==> src/rtl/vga_timing_pkg.sv <==
// 640x480@60 timing constants, uo_out pin map and shared types for the VGA beam scheduler.
`timescale 1ns/1ps
package vga_timing_pkg;

  localparam int unsigned H_ACTIVE = 640;
  localparam int unsigned H_FRONT  = 16;
  localparam int unsigned H_SYNC   = 96;
  localparam int unsigned H_BACK   = 48;
  localparam int unsigned H_TOTAL  = H_ACTIVE + H_FRONT + H_SYNC + H_BACK;
  localparam int unsigned H_SYNC_START = H_ACTIVE + H_FRONT;
  localparam int unsigned H_SYNC_END   = H_SYNC_START + H_SYNC;

  localparam int unsigned V_ACTIVE = 480;
  localparam int unsigned V_FRONT  = 10;
  localparam int unsigned V_SYNC   = 2;
  localparam int unsigned V_BACK   = 33;
  localparam int unsigned V_TOTAL  = V_ACTIVE + V_FRONT + V_SYNC + V_BACK;
  localparam int unsigned V_SYNC_START = V_ACTIVE + V_FRONT;
  localparam int unsigned V_SYNC_END   = V_SYNC_START + V_SYNC;

  localparam int unsigned CNT_W = 10;

  localparam int unsigned PIN_HS = 7;
  localparam int unsigned PIN_VS = 3;
  localparam int unsigned PIN_R1 = 0;
  localparam int unsigned PIN_R0 = 4;
  localparam int unsigned PIN_G1 = 1;
  localparam int unsigned PIN_G0 = 5;
  localparam int unsigned PIN_B1 = 2;
  localparam int unsigned PIN_B0 = 6;

  typedef logic [1:0] rgb2_t;

  typedef struct packed {
    rgb2_t r;
    rgb2_t g;
    rgb2_t b;
  } rgb_t;

  typedef struct packed {
    logic hsync_n;
    logic vsync_n;
    logic de;
  } timing_t;

  localparam timing_t TIMING_IDLE = '{hsync_n: 1'b1, vsync_n: 1'b1, de: 1'b0};

  function automatic logic [7:0] pack_uo(input timing_t t, input rgb_t c);
    logic [7:0] uo;
    uo         = '0;
    uo[PIN_HS] = t.hsync_n;
    uo[PIN_VS] = t.vsync_n;
    uo[PIN_R1] = c.r[1];
    uo[PIN_R0] = c.r[0];
    uo[PIN_G1] = c.g[1];
    uo[PIN_G0] = c.g[0];
    uo[PIN_B1] = c.b[1];
    uo[PIN_B0] = c.b[0];
    return uo;
  endfunction

endpackage

==> src/rtl/vga_beam_counter.sv <==
// Master beam counters: x/y position, wrap, and the sync/de/frame-origin decode for that position.
`timescale 1ns/1ps
module vga_beam_counter #(
  parameter int unsigned H_ACTIVE = vga_timing_pkg::H_ACTIVE,
  parameter int unsigned H_FRONT  = vga_timing_pkg::H_FRONT,
  parameter int unsigned H_SYNC   = vga_timing_pkg::H_SYNC,
  parameter int unsigned H_BACK   = vga_timing_pkg::H_BACK,
  parameter int unsigned V_ACTIVE = vga_timing_pkg::V_ACTIVE,
  parameter int unsigned V_FRONT  = vga_timing_pkg::V_FRONT,
  parameter int unsigned V_SYNC   = vga_timing_pkg::V_SYNC,
  parameter int unsigned V_BACK   = vga_timing_pkg::V_BACK
) (
  input  logic       i_clk,
  input  logic       i_rst_n,
  output logic [9:0] o_x,
  output logic [9:0] o_y,
  output logic       o_de,
  output logic       o_hsync_n,
  output logic       o_vsync_n,
  output logic       o_origin
);
  import vga_timing_pkg::*;

  localparam logic [CNT_W-1:0] X_LAST = CNT_W'(H_ACTIVE + H_FRONT + H_SYNC + H_BACK - 1);
  localparam logic [CNT_W-1:0] Y_LAST = CNT_W'(V_ACTIVE + V_FRONT + V_SYNC + V_BACK - 1);
  localparam logic [CNT_W-1:0] X_VIS  = CNT_W'(H_ACTIVE);
  localparam logic [CNT_W-1:0] Y_VIS  = CNT_W'(V_ACTIVE);
  localparam logic [CNT_W-1:0] X_SS   = CNT_W'(H_ACTIVE + H_FRONT);
  localparam logic [CNT_W-1:0] X_SE   = CNT_W'(H_ACTIVE + H_FRONT + H_SYNC);
  localparam logic [CNT_W-1:0] Y_SS   = CNT_W'(V_ACTIVE + V_FRONT);
  localparam logic [CNT_W-1:0] Y_SE   = CNT_W'(V_ACTIVE + V_FRONT + V_SYNC);

  logic [CNT_W-1:0] r_x;
  logic [CNT_W-1:0] r_y;
  logic             w_x_wrap;
  logic             w_y_wrap;

  assign w_x_wrap = (r_x == X_LAST);
  assign w_y_wrap = (r_y == Y_LAST);

  always_ff @(posedge i_clk or negedge i_rst_n) begin
    if (!i_rst_n) begin
      r_x <= '0;
      r_y <= '0;
    end else if (w_x_wrap) begin
      r_x <= '0;
      r_y <= w_y_wrap ? '0 : r_y + 1'b1;
    end else begin
      r_x <= r_x + 1'b1;
    end
  end

  assign o_x       = r_x;
  assign o_y       = r_y;
  assign o_de      = (r_x < X_VIS) && (r_y < Y_VIS);
  assign o_hsync_n = !((r_x >= X_SS) && (r_x < X_SE));
  assign o_vsync_n = !((r_y >= Y_SS) && (r_y < Y_SE));
  assign o_origin  = (r_x == '0) && (r_y == '0);

endmodule

==> src/rtl/vga_beam_scheduler.sv <==
// Issues pixel requests LEAD cycles ahead of display, re-aligns syncs with pipeline colour and
// commits scene configuration only at frame boundaries.
`timescale 1ns/1ps
module vga_beam_scheduler #(
  parameter int unsigned LEAD     = 2,
  parameter int unsigned CFG_W    = 8,
  parameter int unsigned H_ACTIVE = vga_timing_pkg::H_ACTIVE,
  parameter int unsigned H_FRONT  = vga_timing_pkg::H_FRONT,
  parameter int unsigned H_SYNC   = vga_timing_pkg::H_SYNC,
  parameter int unsigned H_BACK   = vga_timing_pkg::H_BACK,
  parameter int unsigned V_ACTIVE = vga_timing_pkg::V_ACTIVE,
  parameter int unsigned V_FRONT  = vga_timing_pkg::V_FRONT,
  parameter int unsigned V_SYNC   = vga_timing_pkg::V_SYNC,
  parameter int unsigned V_BACK   = vga_timing_pkg::V_BACK
) (
  input  logic             clk,
  input  logic             rst_n,
  input  logic             cfg_valid,
  input  logic [CFG_W-1:0] cfg_data,
  output logic             cfg_ready,
  output logic [CFG_W-1:0] cfg_active,
  output logic             req_valid,
  output logic [9:0]       req_x,
  output logic [9:0]       req_y,
  output logic             frame_start,
  input  logic [5:0]       px_rgb,
  output logic [7:0]       uo_out
);
  import vga_timing_pkg::*;

  logic [9:0] w_x;
  logic [9:0] w_y;
  logic       w_de;
  logic       w_hs_n;
  logic       w_vs_n;
  logic       w_origin;

  vga_beam_counter #(
    .H_ACTIVE (H_ACTIVE),
    .H_FRONT  (H_FRONT),
    .H_SYNC   (H_SYNC),
    .H_BACK   (H_BACK),
    .V_ACTIVE (V_ACTIVE),
    .V_FRONT  (V_FRONT),
    .V_SYNC   (V_SYNC),
    .V_BACK   (V_BACK)
  ) u_beam (
    .i_clk     (clk),
    .i_rst_n   (rst_n),
    .o_x       (w_x),
    .o_y       (w_y),
    .o_de      (w_de),
    .o_hsync_n (w_hs_n),
    .o_vsync_n (w_vs_n),
    .o_origin  (w_origin)
  );

  // Counters sit at (0,0) during reset, so the request strobes are masked until release.
  assign req_x       = w_x;
  assign req_y       = w_y;
  assign req_valid   = rst_n && w_de;
  assign frame_start = rst_n && w_origin;

  // LEAD-1 timing stages here; the output register supplies the last stage.
  timing_t w_tap [LEAD];

  assign w_tap[0] = '{hsync_n: w_hs_n, vsync_n: w_vs_n, de: w_de};

  for (genvar gi = 1; gi < LEAD; gi++) begin : g_dly
    timing_t r_stage;

    always_ff @(posedge clk or negedge rst_n) begin
      if (!rst_n) begin
        r_stage <= TIMING_IDLE;
      end else begin
        r_stage <= w_tap[gi-1];
      end
    end

    assign w_tap[gi] = r_stage;
  end

  logic [7:0] r_uo;
  rgb_t       w_rgb;

  assign w_rgb = w_tap[LEAD-1].de ? rgb_t'(px_rgb) : rgb_t'('0);

  always_ff @(posedge clk or negedge rst_n) begin
    if (!rst_n) begin
      r_uo <= pack_uo(TIMING_IDLE, rgb_t'('0));
    end else begin
      r_uo <= pack_uo(w_tap[LEAD-1], w_rgb);
    end
  end

  assign uo_out = r_uo;

  logic             r_pend_valid;
  logic [CFG_W-1:0] r_pend;
  logic [CFG_W-1:0] r_active;
  logic             w_cfg_ready;
  logic             w_xfer;

  // The slot empties at the frame origin, so a word offered on that cycle queues for the next frame.
  assign w_cfg_ready = !r_pend_valid || w_origin;
  assign w_xfer      = cfg_valid && w_cfg_ready;

  always_ff @(posedge clk or negedge rst_n) begin
    if (!rst_n) begin
      r_pend_valid <= 1'b0;
      r_pend       <= '0;
      r_active     <= '0;
    end else begin
      if (w_origin && r_pend_valid) begin
        r_active <= r_pend;
      end
      if (w_xfer) begin
        r_pend_valid <= 1'b1;
        r_pend       <= cfg_data;
      end else if (w_origin) begin
        r_pend_valid <= 1'b0;
      end
    end
  end

  assign cfg_ready  = w_cfg_ready;
  assign cfg_active = r_active;

endmodule

==> config.mk <==
export PLATFORM = sky130hd
export DESIGN_NAME = vga_beam_scheduler
export DESIGN_NICKNAME = d
export VERILOG_FILES = /design/src/rtl/vga_timing_pkg.sv /design/src/rtl/vga_beam_counter.sv /design/src/rtl/vga_beam_scheduler.sv
export SDC_FILE = /design/constraint.sdc
export NUM_CORES = 1
export LEC_CHECK = 0
export ABC_CLOCK_PERIOD_IN_PS = 2200
export CAP_MARGIN = 20
export CORE_MARGIN = 3
export CORE_UTILIZATION = 49
export DETAILED_ROUTE_END_ITERATION = 16
export HOLD_SLACK_MARGIN = 0.08
export PLACE_DENSITY_LB_ADDON = 0.3
export SLEW_MARGIN = 15
export SYNTH_ARGS = -nofsm -noshare
export SYNTH_HDL_FRONTEND = slang
export SYNTH_SLANG_ARGS = --single-unit
==> constraint.sdc <==
create_clock -name clk -period 2.2 [get_ports clk]
set_input_delay 0.33 -clock clk [delete_from_list [all_inputs] [get_ports clk]]
set_output_delay 0.33 -clock clk [all_outputs]
set_load 0.02 [all_outputs]
### Routing congestion map

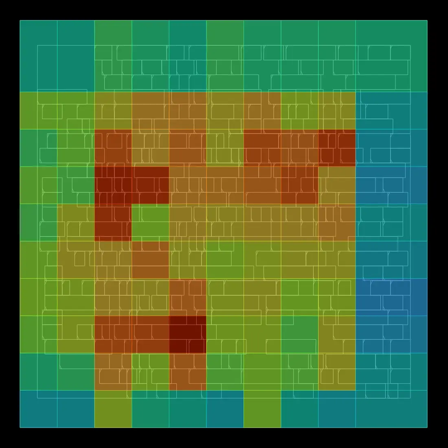
routing layer with the top usage in global route: met2
met2 usage in global routing: 33.8%
GRT Total Usage: 21.7%
met3 Usage GRT: 5.54%

### Hierarchy map of the flops

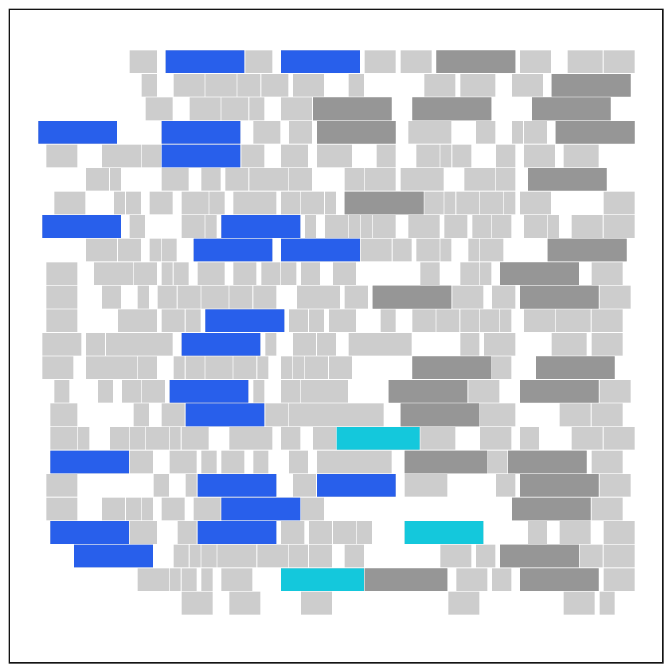
Cyan is `g_dly[1]`, sequential cells 3. Blue is `u_beam`, sequential cells 20.
Another 25 sequential cells are not coloured.
die outline area: 0.00568 sq mm
Final Core Density: 73.3%
Finished Layout Cells: 355

### PDN straps and rails

Pins as bars on the die edge. Tap cells in grey.
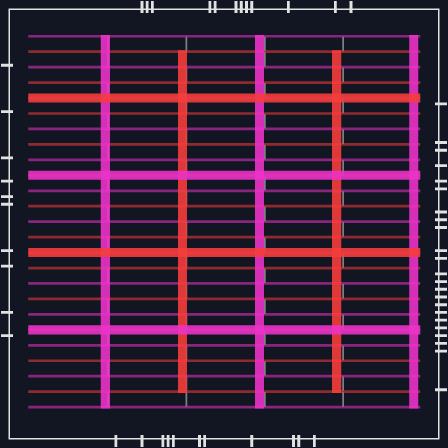
Red is VDD. Magenta is VSS.
4 straps on met5. 56 signal pins sit on the boundary.
highest ir drop seen on vdd: 0.261 mV
Core Box Area: 0.00450 sq mm
Chip Height: 75.3 um
die extent in x: 75.3 um

## layout make-up
| class | count | area, sq um |
|---|---|---|
| Fill cell | 337 | 1200 |
| Clock inverter | 2 | 38.8 |
| Tap cell | 52 | 65.1 |
| Clock buffer | 6 | 82.6 |
| Timing Repair Buffer | 91 | 803 |
| Sequential cell | 48 | 1210 |
| Inverter | 7 | 26.3 |
| Multi-Input combinational cell | 149 | 1080 |
## state kept, by name (all words and copies together), names as in the netlist
| signal | count |
|---|---|
| u_beam.o_x | 10 |
| u_beam.o_y | 10 |
| cfg_active | 8 |
| r_pend | 8 |
| uo_out | 8 |
| g_dly.r_stage | 3 |
| r_pend_valid | 1 |
==> notes.md <==
Implementation results

According to the timing report, the arrival time at the worst endpoint equals 1.78 ns. The most common cell in the synthesized netlist is sky130_fd_sc_hd__dfrtp_1. The post-place setup slack is -0.0614 ns. Summing the sequential cell areas from Yosys gives 51.2% of the chip area. CTS reports a maximum clock tree buffer depth of 2. The actual transition at the worst max-transition pin is 0.495 ns. After Yosys synthesis, and, or, nand and nor cells account for 23.9% of the synthesized area. The post-route netlist has 22.4% of its cells at a drive strength greater than 1. Once routing completed, OpenROAD measured the worst setup slack at 0.0947 ns.

Per the detail_route report, DRC violations left total 0. The maximum achievable frequency is 0.475 GHz. The leakage power is 1.40 nW. The number of cells on the worst reg-to-reg path is 8. The worst-case register-to-register setup slack is 0.20 ns. The share of cell area taken by muxes after synthesis is 3.82%. The final timing report derives a shortest allowable period of 2.11 ns. The run finished with clean final reports. The synthesized netlist cell count is 215. The synthesized netlist devotes 11.7% of its cell area to compound gates. Per the run report, area growth between synthesis and finish was 40.2%.

The critical path's top delay family is buffers and inverters. In the synthesized netlist the async set-or-reset flop fraction comes to 100%. Looking at the worst setup and hold paths, the clock pins of their registers show a slew of 0.09 ns. The part of the total power dissipated in the clock network is 40.6%. Detailed routing inserted a total of 2059 vias. Per the cell usage report, the commonest logic cells after layout are sky130_fd_sc_hd__clkdlybuf4s50_1, sky130_fd_sc_hd__dfrtp_1, sky130_fd_sc_hd__buf_4. The critical path starts at u_beam.o_x[1]. The post-synthesis instance area is 0.00236 sq mm. Global routing used 29.5% of the available met1 tracks.

By area the synthesized netlist is led by sky130_fd_sc_hd__dfrtp_1, sky130_fd_sc_hd__nand4_1, sky130_fd_sc_hd__dfstp_2, sky130_fd_sc_hd__and2_1, sky130_fd_sc_hd__a222oi_1. In the detailed route, the total length drawn on met3 is 377 um. The type of the setup path with the least slack is register to output pin. The total of hold buffers inserted after clock tree synthesis is 1. Before placement the cells fill 52.3% of the core. The initial antenna violation count is 0. Counting every sink on the clock net gives 48. The largest total area in the synthesized netlist belongs to sky130_fd_sc_hd__dfrtp_1. The required time of the critical path is 1.87 ns.

The most instantiated flip-flop cell in the synthesis netlist is sky130_fd_sc_hd__dfrtp_1. The master of the slowest instance on the critical path is sky130_fd_sc_hd__dfrtp_1. The placed instance count is 346. Synthesis instantiated 41 different standard cells from the library. The fraction of the cycle the final worst path needs is 95.7%. In the synthesized netlist, the dominant kind of combinational cell is simple AND/OR/NAND/NOR gates. The top power group is sequential cells. The synthesis warning total is 0. The number of global-route vias before repair is 1932. For this run, the slowest stage of the critical path takes 0.39 ns. The startpoint of the tightest hold check path is g_dly[1].r_stage[1]. The number of standard cells reported by yosys is 215. The sequential fraction of design power is 53.6%.

Traced cell by cell, the critical path runs through inv_1 > ha_1 > nor4b_2 > buf_4 > nand4b_4 > o21ai_2 > buf_2. Buffers inserted during clock tree synthesis total 5. The detail-routed via count per cell is 5.80. The detailed router reports a met2 wire length of 2830 um. TritonCTS built the clock tree. The maximum fanout count along the critical path is 2. The routed design has 5810 um of wire. The count of buffer and inverter cells on the critical path is 3. The source of the worst register-to-register timing path is u_beam.o_x[1].

The capturing element of the worst setup path is cfg_ready. The flop and latch count out of synthesis is 48. Setup repair after global routing left no endpoint under its margin. In the synthesis report, Yosys lists the chip area as 0.00236 sq mm. The number of optimization iterations in the first detailed-route pass is 5.

The count of nets left with antenna violations once routing finished came out at 0. The clock latency of the later-clocked register in the worst-skew pair is 0.31 ns. The worst hold path was traced through 0 stages.

Post-CTS repair ended up resizing 9 cells. The highest-count logic cell in the final layout is sky130_fd_sc_hd__clkdlybuf4s50_1. The final tally of setup violations is 0. On the final layout, the worst hold slack is 0.359 ns. Combinational logic burns 5.8% of the power.

Dividing total power by cell area gives a power density of 502 mW/mm^2. The number of warnings in the stage logs is 29. The wire length on met1 is 2470 um. Sequential cells consume a total of 0.888 mW. The placement report lists the number of port buffers as 55. The count of cell instances traversed by the critical path is 7.

The total power after layout is 1.66 mW. Recorded from the global router log, the overflow total was 0. Pins over their slew limit in the final report were tallied at 0.

The normalized max-slew margin is 66.7%. Per the repair_timing log after CTS, setup buffers inserted total 0. The clock root buffer is sky130_fd_sc_hd__clkbuf_8.
No activity file was given, so power comes from the tool's default toggle rates.
